### config.mk
export PLATFORM = sky130hd
export DESIGN_NAME = wb_port_arbiter
export DESIGN_NICKNAME = d
export VERILOG_FILES = /design/src/rtl/riscv_wb_pkg.sv /design/src/rtl/wb_slot.sv /design/src/rtl/wb_port_arbiter.sv
export SDC_FILE = /design/constraint.sdc
export NUM_CORES = 1
export LEC_CHECK = 0
export CAP_MARGIN = 25
export CORE_ASPECT_RATIO = 0.7
export CORE_MARGIN = 2
export CORE_UTILIZATION = 51
export CTS_BUF_LIST = sky130_fd_sc_hd__clkbuf_4 sky130_fd_sc_hd__clkbuf_8 sky130_fd_sc_hd__clkbuf_16
export CTS_CLUSTER_SIZE = 24
export DETAILED_ROUTE_END_ITERATION = 7
export GPL_TIMING_DRIVEN = 0
export PLACE_DENSITY = 0.82
export SLEW_MARGIN = 5
export SYNTH_ARGS = -nofsm -noshare
export SYNTH_HDL_FRONTEND = slang
export SYNTH_HIERARCHICAL = 1
export SYNTH_SLANG_ARGS = --single-unit
### constraint.sdc
create_clock -name clk -period 3.3 [get_ports clk]
set_input_delay 0.66 -clock clk [delete_from_list [all_inputs] [get_ports clk]]
set_output_delay 0.66 -clock clk [all_outputs]
set_load 0.02 [all_outputs]
### src/rtl/riscv_wb_pkg.sv
// Shared constants for the writeback port arbiter.
//   XLEN       result / write-data width
//   REGADDR_W  destination register index width
//   SRC_*      writeback source indices, also the wb_src encoding
package riscv_wb_pkg;

  localparam int XLEN      = 32;
  localparam int REGADDR_W = 5;
  localparam int NUM_SRC   = 3;

  typedef logic [1:0] src_idx_t;

  localparam src_idx_t SRC_ALU = 2'd0;
  localparam src_idx_t SRC_LD  = 2'd1;
  localparam src_idx_t SRC_MD  = 2'd2;

  // Next source index in round-robin order (0 -> 1 -> 2 -> 0).
  function automatic src_idx_t rr_next(input src_idx_t idx);
    return (idx == SRC_MD) ? SRC_ALU : src_idx_t'(idx + 2'd1);
  endfunction

endpackage

### src/rtl/wb_slot.sv
// One-entry holding register for a single writeback source.
//   clk, rst   clock, async active-high reset (discards the entry)
//   i_valid    source offers an entry (i_rd / i_data)
//   i_clear    entry is granted this cycle and leaves the slot
//   o_ready    slot can take an entry this cycle (empty, or emptying now)
//   o_full     slot holds an entry (o_rd / o_data)
module wb_slot
  import riscv_wb_pkg::*;
(
  input  logic                 clk,
  input  logic                 rst,
  input  logic                 i_valid,
  input  logic [REGADDR_W-1:0] i_rd,
  input  logic [XLEN-1:0]      i_data,
  input  logic                 i_clear,
  output logic                 o_ready,
  output logic                 o_full,
  output logic [REGADDR_W-1:0] o_rd,
  output logic [XLEN-1:0]      o_data
);

  logic                 r_full;
  logic [REGADDR_W-1:0] r_rd;
  logic [XLEN-1:0]      r_data;

  // Being granted frees the slot at the same edge, so a refill is allowed.
  assign o_ready = ~r_full | i_clear;

  always_ff @(posedge clk or posedge rst) begin
    if (rst) begin
      r_full <= 1'b0;
      r_rd   <= '0;
      r_data <= '0;
    end else if (i_valid && o_ready) begin
      r_full <= 1'b1;
      r_rd   <= i_rd;
      r_data <= i_data;
    end else if (i_clear) begin
      r_full <= 1'b0;
    end
  end

  assign o_full = r_full;
  assign o_rd   = r_rd;
  assign o_data = r_data;

endmodule

### src/rtl/wb_port_arbiter.sv
// Shares the register-file write port among ALU/link, load and mul/div
// writeback sources. Each source feeds a one-entry slot; full slots are
// granted round-robin, one per cycle, onto registered rf_* outputs.
//   clk, rst                     clock, async active-high reset
//   {alu,ld,md}_valid/rd/data    source offers
//   {alu,ld,md}_ready            source slot accepts this cycle
//   rf_we/rf_waddr/rf_wdata      registered write port
//   wb_src                       source index of the last grant
//   busy                         any slot full
module wb_port_arbiter
  import riscv_wb_pkg::*;
(
  input  logic                 clk,
  input  logic                 rst,
  input  logic                 alu_valid,
  input  logic [REGADDR_W-1:0] alu_rd,
  input  logic [XLEN-1:0]      alu_data,
  output logic                 alu_ready,
  input  logic                 ld_valid,
  input  logic [REGADDR_W-1:0] ld_rd,
  input  logic [XLEN-1:0]      ld_data,
  output logic                 ld_ready,
  input  logic                 md_valid,
  input  logic [REGADDR_W-1:0] md_rd,
  input  logic [XLEN-1:0]      md_data,
  output logic                 md_ready,
  output logic                 rf_we,
  output logic [REGADDR_W-1:0] rf_waddr,
  output logic [XLEN-1:0]      rf_wdata,
  output logic [1:0]           wb_src,
  output logic                 busy
);

  logic [NUM_SRC-1:0]   w_in_valid;
  logic [REGADDR_W-1:0] w_in_rd   [NUM_SRC];
  logic [XLEN-1:0]      w_in_data [NUM_SRC];
  logic [NUM_SRC-1:0]   w_ready;
  logic [NUM_SRC-1:0]   w_full;
  logic [NUM_SRC-1:0]   w_clear;
  logic [REGADDR_W-1:0] w_slot_rd   [NUM_SRC];
  logic [XLEN-1:0]      w_slot_data [NUM_SRC];

  logic                 w_grant_vld;
  src_idx_t             w_grant_idx;

  src_idx_t             r_ptr;
  logic                 r_we;
  logic [REGADDR_W-1:0] r_waddr;
  logic [XLEN-1:0]      r_wdata;
  src_idx_t             r_src;

  assign w_in_valid   = {md_valid, ld_valid, alu_valid};
  assign w_in_rd[0]   = alu_rd;
  assign w_in_rd[1]   = ld_rd;
  assign w_in_rd[2]   = md_rd;
  assign w_in_data[0] = alu_data;
  assign w_in_data[1] = ld_data;
  assign w_in_data[2] = md_data;

  for (genvar g = 0; g < NUM_SRC; g++) begin : g_slot
    wb_slot u_slot (
      .clk     (clk),
      .rst     (rst),
      .i_valid (w_in_valid[g]),
      .i_rd    (w_in_rd[g]),
      .i_data  (w_in_data[g]),
      .i_clear (w_clear[g]),
      .o_ready (w_ready[g]),
      .o_full  (w_full[g]),
      .o_rd    (w_slot_rd[g]),
      .o_data  (w_slot_data[g])
    );
  end

  // Scan the three sources starting just after the pointer; the first
  // full slot wins. The pointer itself is scanned last.
  always_comb begin
    src_idx_t cand;
    w_grant_vld = 1'b0;
    w_grant_idx = r_ptr;
    cand        = rr_next(r_ptr);
    for (int k = 0; k < NUM_SRC; k++) begin
      if (!w_grant_vld && w_full[cand]) begin
        w_grant_vld = 1'b1;
        w_grant_idx = cand;
      end
      cand = rr_next(cand);
    end
  end

  always_comb begin
    w_clear = '0;
    if (w_grant_vld) w_clear[w_grant_idx] = 1'b1;
  end

  // Pointer resets to MD so ALU is first in line after reset.
  always_ff @(posedge clk or posedge rst) begin
    if (rst) begin
      r_ptr   <= SRC_MD;
      r_we    <= 1'b0;
      r_waddr <= '0;
      r_wdata <= '0;
      r_src   <= SRC_ALU;
    end else if (w_grant_vld) begin
      // x0 entries are consumed and take their turn, but never write.
      r_we    <= (w_slot_rd[w_grant_idx] != '0);
      r_waddr <= w_slot_rd[w_grant_idx];
      r_wdata <= w_slot_data[w_grant_idx];
      r_src   <= w_grant_idx;
      r_ptr   <= w_grant_idx;
    end else begin
      r_we    <= 1'b0;
    end
  end

  assign alu_ready = w_ready[0];
  assign ld_ready  = w_ready[1];
  assign md_ready  = w_ready[2];
  assign rf_we     = r_we;
  assign rf_waddr  = r_waddr;
  assign rf_wdata  = r_wdata;
  assign wb_src    = r_src;
  assign busy      = |w_full;

endmodule
**Run 1: I/O pins on the die edge**

Pins as bars across the die edge, other pins in grey.
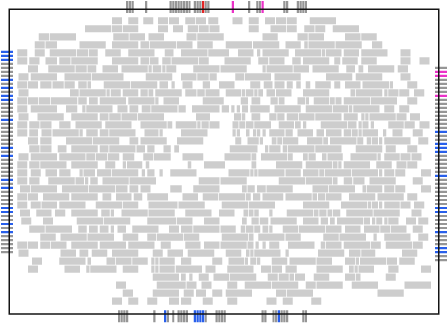
Magenta is md_rd, pins 5, direction input, edge 3 right, 2 top. Blue is alu_data, pins 32, direction input, edge 16 left, 10 right, 6 bottom. Red is ld_ready, pins 1, direction output, edge top.
All pins by edge: 51 left, 49 right, 31 bottom, 29 top.
die height: 103 um
DIE WIDTH: 145 um

**Run 1: placement view**

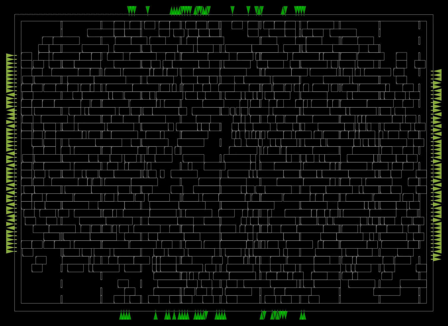
FILL cells: 960
Final Core Density: 70.1%

==> flow_metrics.tcl, run 1 <==
# yosys + openroad results
set metrics [dict create \
    outcome "finished clean" \
    clock_skew_ns 0.00963 \
    worstPathRequired_ns 2.64 \
    syn_nets 621 \
    drive_gt1_share_pct 27.9 \
    max_freq_mhz 311 \
    cp_top_family "buffers and inverters" \
    cts_tree "yes" \
    synth_area_um2 7130 \
    flop_cell "dfrtp_1" \
    finalHoldViolCount 0 \
    diodes 0 \
    coreArea_um2 13800 \
    ir_drop_mv 0.625 \
    grt_overflow 0 \
    avgViaCountPerCell 5.59 \
    critPathArrivalTime_ns 2.56 \
    syn_inst 505 \
    stdcell_area_um2 9660 \
    place_congestion 0.831 \
    ant_nets 0 \
    slew-limit-headroom_pct 38.1 \
    async_reset_ff_share_pct 100 \
    routed_wl_um 19600 \
    final_cells 890 \
    leakagePower_nw 4.38 \
    synthDistinctLibCells 52 \
    ys_ff 155 \
    port-buffer-count 159 \
    syn_area_per_cell_um2 14.1 \
    crit_chain "buf_4 -> nor3_2 -> buf_4 -> nor2_1 -> nand2b_4 -> clkdlybuf4s50_1" \
    yosysSeqAreaShare_pct 54.4 \
    finalSetupTns_ns 0 \
    fp-utilization_pct 51.7 \
    cts_buffer_depth 2 \
    num_io_pins 160 \
    grt_max_degree 39 \
    power.density_nw_per_um2 1150 \
    setup_viol 0 \
    max_stage_delay_ns 0.54 \
    cp_num_buf_inv 3 \
    synth.area.top_cells "dfrtp_1, mux2_4, mux2_2" \
    top_area_cell "dfrtp_1" \
    grt_antenna_before_repair 0 \
    first_pass_iters 4 \
    cp-start-kind "register" \
    clkLatencyLatePin_ns 0.42 \
    place_ws_ns -0.0575 \
    tightest_slew_ns 0.927 \
]
**Run 1: placement by RTL instance**

Other cells in grey.
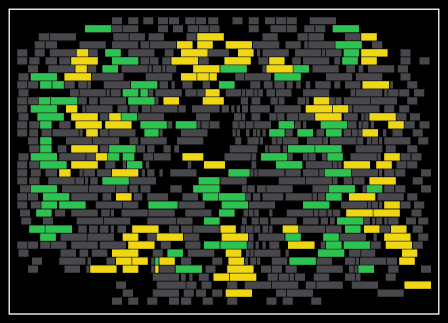
Green is g_slot[0].u_slot, cells 83. Yellow is g_slot[2].u_slot, cells 82, where widely spread.
Another 535 cells are not coloured.

[run 1: worst paths after layout]
| kind | cells after the start | slack (ns) | startpoint | end |
|---|---|---|---|---|
| hold / removal | 1 | 0.48 | g_slot[0].u_slot/o_data[7]$_DFFE_PP0P_ | rf_wdata[7]$_DFFE_PP0P_ |
| max in group asynchronous | 2 | 1.82 | rst | g_slot[2].u_slot/o_rd[2]$_DFFE_PP0P_ |
| hold reg to reg | 1 | 0.48 | g_slot[0].u_slot/o_data[7]$_DFFE_PP0P_ | rf_wdata[7]$_DFFE_PP0P_ |
| setup / recovery | 6 | 0.08 | g_slot[0].u_slot/o_full$_DFFE_PP0P_ | ld_ready |
| setup reg to reg | 9 | 0.79 | wb_src[0]$_DFFE_PP0P_ | g_slot[0].u_slot/o_data[28]$_DFFE_PP0P_ |
| min in group asynchronous | 2 | 0.70 | rst | g_slot[1].u_slot/o_data[14]$_DFFE_PP0P_ |
[run 1: cell usage after synthesis (2+ instances only)]
master       n
o2bb2ai_1   16
buf_4        6
inv_1        6
a31oi_1     12
nand2_4      3
buf_1        3
o31a_1       2
nor2_1      41
mux2_4      90
or3_1        2
a21o_1      14
mux2i_1      4
nand2b_4     3
a221oi_1    16
nand2b_1     2
buf_12       9
a41o_1       2
clkbuf_1     8
buf_2        5
nand3_1     12
o21ai_1      4
mux2_2      21
a221oi_2     3
dfrtp_1    154
mux2_1       4
o21ai_0     12
nand2_1     20
or2b_1       3
a21oi_1      5
[run 1: routing by layer]
metal / part of all wire (%) / up-vias / global-route usage (%)
li1: - / 2183 / -
met1: 44 / 2501 / 36.5
met2: 46 / 260 / 44.3
met3: 8.9 / 34 / 8.63
met4: 1.5 / 0 / 7.47
met5: 0 / - / 0
[run 1: flip-flops by register name, summed over array words and instances (netlist names)]
name                  count
rf_wdata                 32
wb_src                    2
g_slot.u_slot/o_data     96
r_ptr                     1
g_slot.u_slot/o_rd       15
rf_waddr                  5
rf_we                     1
g_slot.u_slot/o_full      3
[run 1: logic make-up after synthesis]
family | Yosys count | synth area share (%)
AND-OR/OR-AND | 92 | 9.97
flip-flops | 155 | 54.4
buffers and inverters | 40 | 4.70
AND/OR/NAND/NOR | 99 | 7.46
multiplexers | 119 | 23.5
[run 1: timing repair]
action                     4_1_cts  5_1_grt
setup endpoints to repair        3        2
resized                          3        3
setup buffers                    2        0
pin swaps                        2        0
hold endpoints to repair         0        0
[run 1: where the power goes]
group | internal [mW] | switching [mW] | leakage (nW)
logic | 3.01 | 2.53 | 2.27
registers | 2.93 | 0.675 | 1.82
clock network | 1.12 | 0.828 | 0.288
total | 7.06 | 4.03 | 4.38
[run 1: worst register-to-register path, stage by stage (launching register included)]
cell and delay (ns):
dfrtp_1 0.49, and2b_1 0.27, o2bb2ai_2 0.23, buf_4 0.27, nor3_4 0.06, buf_4 0.19, nand2b_4 0.18, nand2_4 0.20
buf_12 0.19, mux2_4 0.32
[run 1: final cells by class]
class / count / area (um2)
plain buffers: 31 / 303
clock buffers: 20 / 467
clock inverters: 12 / 129
fillers: 960 / 4120
inverters: 8 / 32.5
multi-input cells: 310 / 2920
flip-flops and latches: 155 / 3880
well taps: 190 / 238
repair buffers: 164 / 1690
**Run 1: routed metal, one colour a layer**

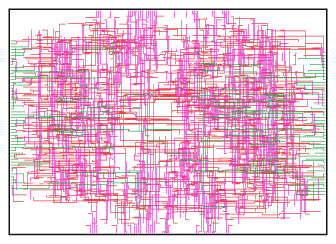

## Run 2: what changed since run 1
--- a/config.mk
+++ b/config.mk
@@ -14,6 +14,7 @@
 export DETAILED_ROUTE_END_ITERATION = 7
 export GPL_TIMING_DRIVEN = 0
 export PLACE_DENSITY = 0.82
+export SETUP_SLACK_MARGIN = 0.05
 export SLEW_MARGIN = 5
 export SYNTH_ARGS = -nofsm -noshare
 export SYNTH_HDL_FRONTEND = slang
**Run 2: routed metal, one colour a layer**

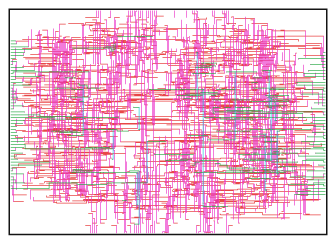
Magenta is met2, wire length 9,070 um. Red is met1, wire length 8,530 um. Green is met3, wire length 1,740 um. Cyan is met4, wire length 311 um.
total track usage: 27.4%
WL final: 19,700 um
via count: 5,020
Routed wire per std cell: 22.1 um

==> flow_metrics.tcl, run 2 <==
# yosys + openroad results
set metrics [dict create \
    fp.dieW_um 145 \
    netSwitchingFraction_pct 36.4 \
    place_ws_ns -0.0575 \
    power.density_nw_per_um2 1150 \
    flop_cell "dfrtp_1" \
    grt_overflow 0 \
    largest_reg_flops 96 \
    cts_tree "yes" \
    first_pass_iters 5 \
    coreArea_um2 13800 \
    num_io_pins 160 \
    avgViaCountPerCell 5.64 \
    setup_viol 0 \
    place_congestion 0.831 \
    syn_inst 505 \
    clock_power_share_pct 17.6 \
    synth_area_um2 7130 \
    ir_drop_mv 0.624 \
    synthDistinctLibCells 52 \
    fp-utilization_pct 51.7 \
    clkLatencyLatePin_ns 0.42 \
    fin_crit_ns 3.10 \
    clock_skew_ns 0.0104 \
    met2_usage_pct 44.3 \
    slew-limit-headroom_pct 38.9 \
    cts_buffer_depth 2 \
    post-synth-top-count-cell "dfrtp_1" \
    grt_max_degree 39 \
    top_area_cell "dfrtp_1" \
    met3_usage_pct 8.63 \
    worstPathRequired_ns 2.64 \
    leakagePower_nw 4.39 \
    p_int_mw 7.05 \
    outcome "finished clean" \
    async_reset_ff_share_pct 100 \
    dieHeight_um 103 \
    syn_nets 621 \
    grt_busiest_layer "met2" \
    max_freq_mhz 323 \
    cp-start-kind "register" \
    common_cells "dfrtp_1, mux2_4, nor2_1, mux2_2, nand2_1" \
    ys_ff 155 \
    syn_area_per_cell_um2 14.1 \
    grt_antenna_before_repair 0 \
    crit_chain "and2b_1 -> o2bb2ai_2 -> buf_4 -> nor3_4 -> buf_4 -> nand2b_4 -> dlygate4sd2_1" \
    synth.area.top_cells "dfrtp_1, mux2_4, mux2_2" \
    ant_nets 0 \
    drive_gt1_share_pct 27.9 \
    grt_util_met1_pct 36.5 \
    critPathArrivalTime_ns 2.44 \
    max_stage_delay_ns 0.50 \
    yosysSeqAreaShare_pct 54.4 \
    power.net_switching_mw 4.04 \
    p_seq_share_pct 32.5 \
    power_frac_comb_pct 49.9 \
    hold_class "register to register" \
]
**Run 2: I/O pins on the die edge**

Pins as bars across the die edge, other pins in grey.
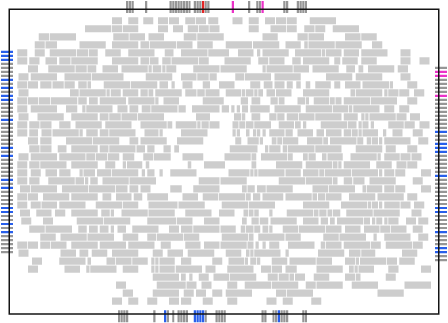
Blue is alu_data, pins 32, direction input, edge 16 left, 10 right, 6 bottom. Magenta is md_rd, pins 5, direction input, edge 3 right, 2 top. Red is ld_ready, pins 1, direction output, edge top.

-- run 2: metrics by stage --
stage	cell area, um2	TNS (ns)	hold slack [ns]	power, mW	std cells
finish	9660	0	0.486	11.1	890
global route	9660	0	0.496	11.7	890
CTS	9650	0	0.482	11.1	890
detailed placement	9040	-0.0575	0.473	9.00	857
global placement	8960	0	0.464	8.73	854
floorplan	7130	0	0.451	7.32	505
-- run 2: cells by family after synthesis --
group	synth area share, %
DFF	54.4
muxes	23.5
buffers and inverters	4.70
and+or+nand+nor	7.46
AOI/OAI and AO/OA	9.97
-- run 2: layout make-up --
class                      count  area, um2
inverter                       8       32.5
tap                          190        238
timing repair buffer         164       1690
sequential                   155       3880
fill                         960       4120
buffer                        31        303
multi-input combinational    310       2920
clock buffer                  20        467
clock inverter                12        129
-- run 2: critical path, delay by kind of cell (launching register included) --
kind	cells	cell delay, ns
buf+inv	3	0.79
flops	1	0.50
compound gates	1	0.22
simple gates	3	0.50
-- run 2: final timing paths --
kind / startpoint / to / slack [ns] / cells past startpoint
setup / recovery: wb_src[0]$_DFFE_PP0P_ / alu_ready / 0.20 / 7
hold / removal: g_slot[0].u_slot/o_data[7]$_DFFE_PP0P_ / rf_wdata[7]$_DFFE_PP0P_ / 0.49 / 1
setup reg to reg: wb_src[0]$_DFFE_PP0P_ / g_slot[0].u_slot/o_data[28]$_DFFE_PP0P_ / 0.79 / 9
hold reg to reg: g_slot[0].u_slot/o_data[7]$_DFFE_PP0P_ / rf_wdata[7]$_DFFE_PP0P_ / 0.49 / 1
max in group asynchronous: rst / g_slot[2].u_slot/o_rd[2]$_DFFE_PP0P_ / 1.83 / 2
min in group asynchronous: rst / g_slot[1].u_slot/o_data[14]$_DFFE_PP0P_ / 0.70 / 2
-- run 2: power groups by stage --
stage          Clock [mW]  Combinational [mW]  Sequential, mW
2_1_floorplan           0                3.65            3.66
3_3_place_gp            0                5.20            3.53
3_5_place_dp            0                5.41            3.59
4_1_cts              1.96                5.54            3.58
5_1_grt              2.06                5.89            3.70
6_report             1.95                5.54            3.60
-- run 2: layer usage --
metal	share of wire, %	vias up
li1	-	2189
met1	43	2524
met5	0	-
met2	46	275
met3	8.8	32
met4	1.6	0
-- run 2: timing repair --
item,CTS,global route
resized,3,4
setup buffers,2,0
pin swaps,2,0
endpoints found under the setup margin,3,3
**Run 2: placement view**

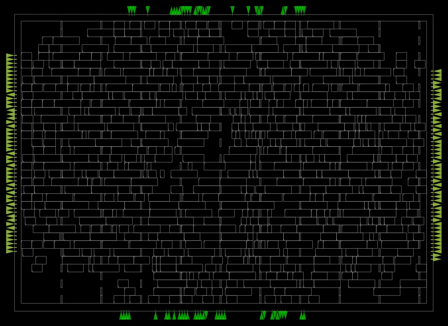

## Run 3: what changed since run 2
==> constraint.sdc (replaced) <==
create_clock -name clk -period 3.4 [get_ports clk]
set_input_delay 0.68 -clock clk [delete_from_list [all_inputs] [get_ports clk]]
set_output_delay 0.68 -clock clk [all_outputs]
set_load 0.02 [all_outputs]
**Run 3: placement view**

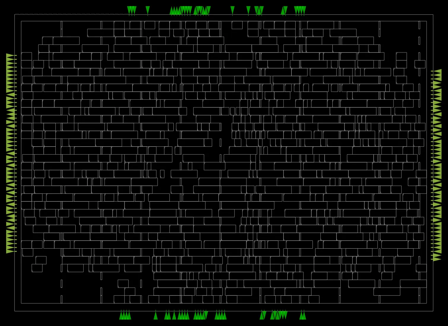
seq_cells: 155
row count: 36
non-filler cells, final: 891

==> flow_metrics.tcl, run 3 <==
# yosys + openroad results
set metrics [dict create \
    outcome "finished clean" \
    syn_nets 621 \
    grt_usage_pct 27.4 \
    fp.dieW_um 145 \
    syn_inst 505 \
    slew-limit-headroom_pct 38.0 \
    ant_nets 0 \
    p_int_mw 6.86 \
    port-buffer-count 159 \
    place_congestion 0.831 \
    hold_end "rf_wdata[7]$_DFFE_PP0P_" \
    fin_crit_ns 3.27 \
    avgViaCountPerCell 5.57 \
    max_stage_delay_ns 0.55 \
    r2r.worst_path.cells 11 \
    cts_buffer_depth 2 \
    placed_cell_area_um2 9040 \
    clkLatencyLatePin_ns 0.42 \
    wl_per_cell_um 21.9 \
    setup_viol 0 \
    ir_drop_mv 0.605 \
    drive_gt1_share_pct 27.8 \
    power.net_switching_mw 3.90 \
    p_seq_share_pct 32.5 \
    common_cells "dfrtp_1, mux2_4, nor2_1, mux2_2, nand2_1" \
    power.density_nw_per_um2 1110 \
    coreArea_um2 13800 \
    flop_cell "dfrtp_1" \
    timing.rr.start "r_ptr[1]$_DFFE_PP1P_" \
    crit_cells 6 \
    crit_chain "buf_4 -> nor3_2 -> clkbuf_4 -> nor2_1 -> nand2b_4 -> clkdlybuf4s50_1" \
    routed_wl_um 19500 \
    diodes 0 \
    cp_top_family "buffers and inverters" \
    top_area_cell "dfrtp_1" \
    vias 4966 \
    dieHeight_um 103 \
    finalHoldViolCount 0 \
    tightest_slew_ns 0.929 \
    clock_skew_ns 0.0118 \
    power_frac_comb_pct 49.9 \
    netSwitchingFraction_pct 36.3 \
    num_io_pins 160 \
    grt_antenna_before_repair 0 \
    clock_power_share_pct 17.6 \
    hold_depth 1 \
    hold_class "register to register" \
    async_reset_ff_share_pct 100 \
    critPathArrivalTime_ns 2.59 \
    synth.area.top_cells "dfrtp_1, mux2_4, mux2_2" \
    cts_tree "yes" \
    cp-start-kind "register" \
    rrSetupSlack_ns 0.84 \
]
**Run 3: placement by RTL instance**

Other cells in grey.
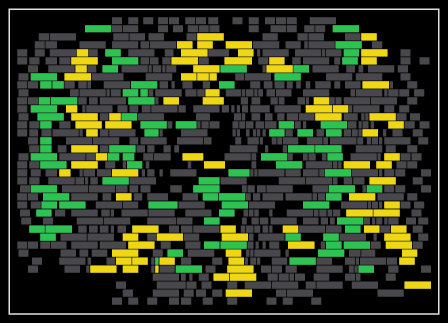
Yellow is g_slot[2].u_slot, cells 82, where widely spread. Green is g_slot[0].u_slot, cells 83.
Another 536 cells are not coloured.
Die Area: 15,000 um2

run 3: area by class of cell:
cell class                      count  area [um2]  area share [%]
Sequential cell                   155        3880            40.2
Clock buffer                       20         467            4.83
Buffer                             31         303            3.13
Inverter                            8        32.5           0.337
Multi-Input combinational cell    310        2920            30.2
Clock inverter                     12         129            1.33
Tap cell                          190         238            2.46
Timing Repair Buffer              165        1700            17.5
run 3: power groups by stage:
stage / sequential (mW) / clock (mW) / combinational (mW)
detailed placement: 3.48 / 0 / 5.25
global placement: 3.43 / 0 / 5.05
finish: 3.49 / 1.89 / 5.37
floorplan: 3.56 / 0 / 3.55
CTS: 3.47 / 1.91 / 5.36
global route: 3.59 / 2.00 / 5.72
run 3: routing by layer:
metal	routed length, um	GRT usage, %	share of wire, %
met1	8670	36.7	44
met2	9070	44.2	46
met3	1560	8.58	8.0
met4	218	7.47	1.1
met5	0	0	0
run 3: metrics by stage:
step	util (%)	cells	setup WS, ns
after detailed placement	65.6	857	0.0225
after global routing	70.1	891	0.00685
final	70.1	891	0.128
after floorplan	-	505	1.06
after CTS	70.0	889	0.0513
after global placement	65.0	854	0.110
run 3: timing repair:
item                       4_1_cts  5_1_grt
hold buffers                     0        0
setup endpoints to repair        2        3
resized                          2        3
hold endpoints to repair         0        0
setup buffers                    1        2
pin swaps                        2        1
run 3: worst max-delay path by stage:
| stage | end | slack, ns |
|---|---|---|
| after floorplan | g_slot[1].u_slot/o_data[0]$_DFFE_PP0P_ | 1.06 |
| after global placement | alu_ready | 0.11 |
| after detailed placement | alu_ready | 0.02 |
| after CTS | ld_ready | 0.05 |
| after global routing | busy | 0.007 |
| final | ld_ready | 0.13 |
run 3: logic make-up (layout without fill, tap and decap cells):
kind of cell	Yosys count	after routing	share of synthesized area [%]
flip-flops	155	155	54.4
multiplexers	119	119	23.5
AND/OR/NAND/NOR	99	99	7.46
AND-OR/OR-AND	92	92	9.97
buffers and inverters	40	236	4.70
Power and IR drop assume default switching activity.
